[src/rtl/put_data_ddc_if.sv]
// Stream handshake bundle (tdata/tvalid/tready) used on both sides of the
// DDC output pacing buffer. The master drives data and valid, the slave
// drives ready.
interface put_data_ddc_if #(
  parameter int N = 16
);
  logic [N-1:0] tdata;
  logic         tvalid;
  logic         tready;

  modport master (output tdata, output tvalid, input tready);
  modport slave  (input tdata, input tvalid, output tready);
endinterface

[src/rtl/put_data_ddc.sv]
// Output pacing buffer for the DDC path. Decimated samples arrive in bursts,
// are held in a small FIFO, and leave only in two fixed cadence slots per
// PERIOD-cycle frame. A downstream stall freezes the frame so the presented
// sample and its slot stay put until the handshake completes.
module put_data_ddc #(
  parameter int N       = 16,
  parameter int DEPTH   = 8,
  parameter int PERIOD  = 5,
  parameter int PHASE_A = 1,
  parameter int PHASE_B = 4
) (
  input  logic                     clk,
  input  logic                     rst_n,
  put_data_ddc_if.slave            din,
  put_data_ddc_if.master           dout,
  output logic [$clog2(DEPTH):0]   level
);

  localparam int AW = $clog2(DEPTH);
  localparam int CW = (PERIOD > 2) ? $clog2(PERIOD) : 1;

  localparam logic [AW:0]   FULL_LEVEL = (AW+1)'(DEPTH);
  localparam logic [CW-1:0] CNT_LAST   = CW'(PERIOD - 1);
  localparam logic [CW-1:0] SLOT_A     = CW'(PHASE_A);
  localparam logic [CW-1:0] SLOT_B     = CW'(PHASE_B);

  logic [N-1:0]  mem [DEPTH];
  logic [AW-1:0] wr_ptr;
  logic [AW-1:0] rd_ptr;
  logic [AW:0]   level_q;
  logic [CW-1:0] cnt;

  logic slot;
  logic push;
  logic pop;
  logic stall;

  // Handshake decode: ready never falls through from a same-cycle pop, and
  // valid only shows up in a cadence slot with something buffered.
  always_comb begin
    slot        = (cnt == SLOT_A) || (cnt == SLOT_B);
    din.tready  = (level_q != FULL_LEVEL);
    dout.tvalid = slot && (level_q != '0);
    dout.tdata  = mem[rd_ptr];
    push        = din.tvalid && din.tready;
    pop         = dout.tvalid && dout.tready;
    stall       = dout.tvalid && !dout.tready;
    level       = level_q;
  end

  // Sample storage; contents survive reset, only the pointers are cleared.
  always_ff @(posedge clk) begin
    if (push) begin
      mem[wr_ptr] <= din.tdata;
    end
  end

  // FIFO pointers and occupancy; a simultaneous push and pop leaves the
  // occupancy unchanged.
  always_ff @(posedge clk or negedge rst_n) begin
    if (!rst_n) begin
      wr_ptr  <= '0;
      rd_ptr  <= '0;
      level_q <= '0;
    end else begin
      if (push) begin
        wr_ptr <= wr_ptr + 1'b1;
      end
      if (pop) begin
        rd_ptr <= rd_ptr + 1'b1;
      end
      case ({push, pop})
        2'b10:   level_q <= level_q + 1'b1;
        2'b01:   level_q <= level_q - 1'b1;
        default: level_q <= level_q;
      endcase
    end
  end

  // Cadence counter: free-runs around the frame but holds while a presented
  // sample is being stalled, so the slot (and the data) stay presented.
  always_ff @(posedge clk or negedge rst_n) begin
    if (!rst_n) begin
      cnt <= '0;
    end else if (!stall) begin
      if (cnt == CNT_LAST) begin
        cnt <= '0;
      end else begin
        cnt <= cnt + 1'b1;
      end
    end
  end

endmodule

[src/flat_wrapper.sv]
// flat-port wrapper written by rule: the top's interface ports become plain ports
module put_data_ddc_flat 
#(
  parameter int N       = 16,
  parameter int DEPTH   = 8,
  parameter int PERIOD  = 5,
  parameter int PHASE_A = 1,
  parameter int PHASE_B = 4
)
  (clk, rst_n, level, din_tdata, din_tvalid, din_tready, dout_tdata, dout_tvalid, dout_tready);
  put_data_ddc_if #(.N(N)) din_i ();
  put_data_ddc_if #(.N(N)) dout_i ();
  input  logic clk;
  input  logic rst_n;
  output logic [$clog2(DEPTH):0] level;
  input wire logic [$bits(din_i.tdata)-1:0] din_tdata;
  input wire logic [$bits(din_i.tvalid)-1:0] din_tvalid;
  output wire logic [$bits(din_i.tready)-1:0] din_tready;
  output wire logic [$bits(dout_i.tdata)-1:0] dout_tdata;
  output wire logic [$bits(dout_i.tvalid)-1:0] dout_tvalid;
  input wire logic [$bits(dout_i.tready)-1:0] dout_tready;
  assign din_i.tdata = din_tdata;
  assign din_i.tvalid = din_tvalid;
  assign din_tready = din_i.tready;
  assign dout_tdata = dout_i.tdata;
  assign dout_tvalid = dout_i.tvalid;
  assign dout_i.tready = dout_tready;
  put_data_ddc #(.N(N), .DEPTH(DEPTH), .PERIOD(PERIOD), .PHASE_A(PHASE_A), .PHASE_B(PHASE_B)) u_core (.clk(clk), .rst_n(rst_n), .din(din_i), .dout(dout_i), .level(level));
endmodule
[config.mk]
export PLATFORM = sky130hd
export DESIGN_NAME = put_data_ddc_flat
export DESIGN_NICKNAME = d
export VERILOG_FILES = /design/src/rtl/put_data_ddc_if.sv /design/src/rtl/put_data_ddc.sv /design/src/flat_wrapper.sv
export SDC_FILE = /design/constraint.sdc
export NUM_CORES = 1
export LEC_CHECK = 0
export CAP_MARGIN = 20
export CORE_ASPECT_RATIO = 0.6
export CORE_MARGIN = 1.5
export CORE_UTILIZATION = 42
export DETAILED_ROUTE_END_ITERATION = 8
export PLACE_DENSITY = 0.63
export SLEW_MARGIN = 20
export SYNTH_ARGS = -nofsm -noshare
export SYNTH_HDL_FRONTEND = slang
export SYNTH_SLANG_ARGS = --single-unit
[constraint.sdc]
create_clock -name clk -period 2.5 [get_ports clk]
set_input_delay 0.625 -clock clk [delete_from_list [all_inputs] [get_ports clk]]
set_output_delay 0.625 -clock clk [all_outputs]
set_load 0.05 [all_outputs]
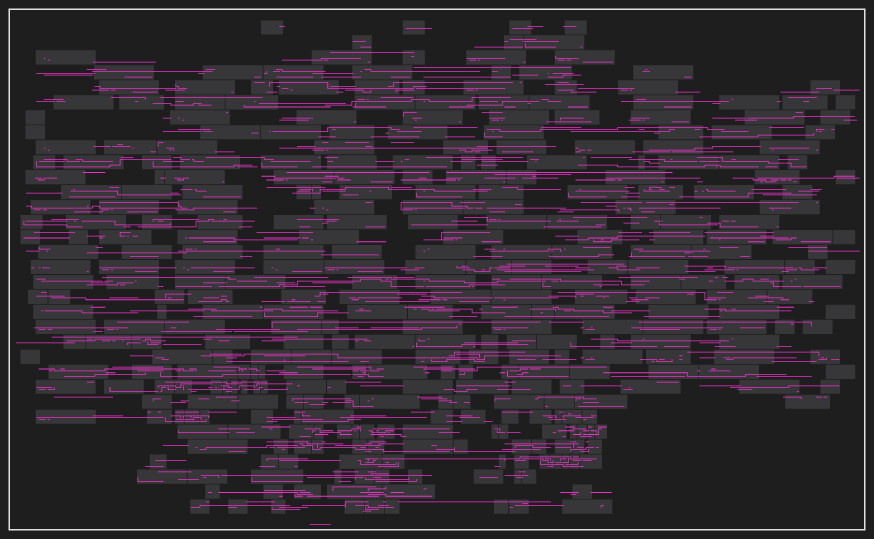
*Signal wires on met1*
share of all routed wire	49%
wire length on this layer	5460 um
GR Util met1: 23.0%
Vias: 2942
DRT Wirelength: 11.1 mm

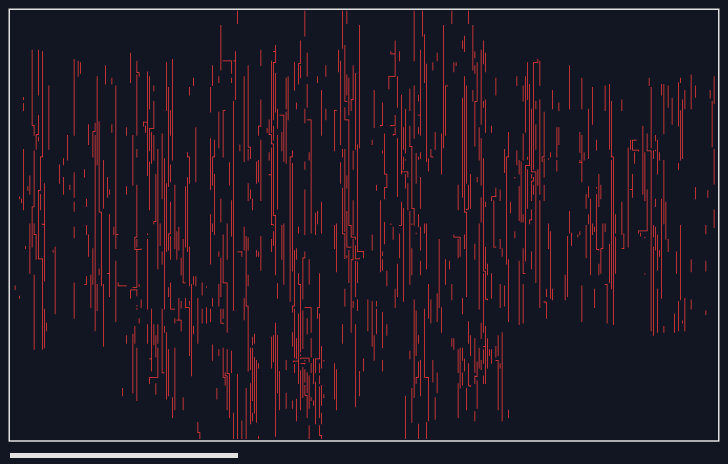
*Met2 routing*
Bar = 50 um.
longest straight run	45.9 um
wire length on this layer	4970 um
main direction	vertical
nets with wire on the layer	341
met2 GRT Util: 24.6%

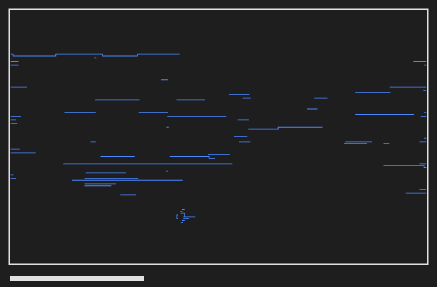
*The metal 3 layer*
Bar = 50 um.
share of all routed wire	5.0%
nets with wire on the layer	48
met3 global-route usage: 3.60%

==> run_results.csv <==
group,metric,value,unit
logic_synthesis,numSynthFlops,141,
route,drt_iter0_drc,162,
layout,seq_area,4180,sq um
place,gp_congestion,0.700,
logic_synthesis,yosys.area_share.simple,3.60,%
sta,finalHoldViolations,0,
setup_path,cp.depth,5,
place,io_buffers,41,
sta,post-route-period-util,108,%
logic_synthesis,syn_area,5830,sq um
sta,timing.slew.headroom,57.2,%
layout,clkbuf_count,18,
sta,setup_viol,16,
place,post-place-ws,-0.208,ns
sta,fin_skew,0.00753,ns
logic_synthesis,yosys.cell_count.top_type,"edfxtp_1",
route,dr_wl_met3,551,um
pwr,p_seq,3.27,mW
grt,grt_pass1_wl,16.7,mm
min_path,min_from,"u_core.rd_ptr[2]",
setup_path,worstPathArrival,2.08,ns
outcome,status,"complete, but fails checks",
setup_path,cp_slowest_stage_delay,0.51,ns
logic_synthesis,synth_nets,304,
logic_synthesis,mux_share,18.7,%
route,final_antenna_net_count,0,
logic_synthesis,ys_top_logic_family,"multiplexers",
setup_path,crit_chain,"buf_6 > clkbuf_16 > mux4_2 > mux2_4 > buf_6",
setup_path,crit_path_frequent_cell,"buf_6",
layout,flops,141,
layout,largest_class,"sequential cells",
sta,finalMaxSlewViolations,0,
logic_synthesis,edf_count,128,
logic_synthesis,common_cells,"edfxtp_1 (128), mux4_1 (26), mux2_2 (20)",
layout,num-nonclk-inverters,5,
place,placed_cells,500,
pwr,p_sw,3.47,mW
grt,gr-max-usage-layer,"met2",
setup_path,ff2ff_setup_slack,0.10,ns
pwr,p_clk,2.62,mW
grt,grt_pass1_vias,2909,
floorplan,die_width,155,um
logic_synthesis,synth-async-reset-ratio,9.22,%
floorplan,die_h,94.3,um
setup_path,crit_type,"flop to primary output",
pwr,pwr_density_cell,1370,nW/um^2
sta,tightest_slew,0.640,ns
setup_path,reg2reg_depth,6,
pwr,power_frac_seq,31.7,%
clocking,cts_root_buffer,"clkbuf_16",
place,dpl.hpwl,6.26,mm
layout,layout_top_cell,"edfxtp_1",
grt,grt_max_degree,20,
layout,post-route-util,55.1,%
pwr,internal_power,6.85,mW
clocking,post_cts_buffers,7,
layout,largest-register,"u_core.mem",
sta,max_freq,0.370,GHz
route,routed.top_layer,"met4",
clocking,cts_resized,32,
setup_path,reg2reg_from,"u_core.level[2]",
pwr,ir_drop,0.606,mV
logic_synthesis,postSynthSeqShare,71.5,%
grt,antenna_found_initial,0,
sta,period_minus_slack,2.70,ns
clocking,htree_num_levels,4,
route,firstDrtPassIters,4,
route,avgViaCountPerCell,5.44,
grt,track_usage,16.1,%
place,placed_area,6670,sq um
clocking,clock_sinks,141,
min_path,min_to,"u_core.rd_ptr[2]",
clocking,cts_inserted_buffers,17,
floorplan,chipArea,14600,sq um
floorplan,core_region_area,13600,sq um
logic_synthesis,ys_sh_xor,1.20,%
min_path,min_delay_path_depth,1,
logic_synthesis,yosys-stat-cells,276,
setup_path,r2r_end,"u_core.level[3]",
pwr,power_frac_clock,25.4,%
setup_path,cp.required,1.88,ns
layout,n_fill_cell,1030,
sta,whs,0.475,ns
clocking,clk_latency,0.41,ns
floorplan,fp_util,42.8,%
route,wl_met2,4.97,mm
sta,tns,-2.57,ns
floorplan,rows,33,
logic_synthesis,yosysTopAreaCellShare,65.9,%
outcome,failed_checks,"setup timing",
setup_path,cpLargestDelayFamily,"multiplexers",
grt,grt_overflow_total,0,
pwr,combPwrFrac,42.9,%
layout,multi_input_comb_cells,116,
setup_path,slowest_stage,"mux4_2",
pwr,top_power_group,"combinational logic",
logic_synthesis,syn_inst,276,
setup_path,crit_path_start_kind,"flop",
layout,drive_gt1_share,39.1,%
setup_path,startpoint,"u_core.rd_ptr[0]",
setup_path,cp-endpoint,"dout_tdata[8]",
sta,rsz0062_at_grt,"yes",
layout,comb_area_share,21.2,%
layout,finalInstanceArea,7510,sq um
sta,layout_setup_ws,-0.201,ns
floorplan,taps,175,
clocking,cts_tree,"built",
layout,seq_area_share,55.6,%
layout,logic_area,1590,sq um
setup_path,path_buffers,3,
route,route.detailed.drc,0,
setup_path,end_kind,"primary output",
layout,areaGrowthSynthToFinish,28.8,%
logic_synthesis,ys_sh_adder,1.72,%
logic_synthesis,synth_cell_types,38,
layout,diodes,0,
layout,largest_reg_flops,128,
Power figures rest on the tool's default switching activity, not on a simulated workload.
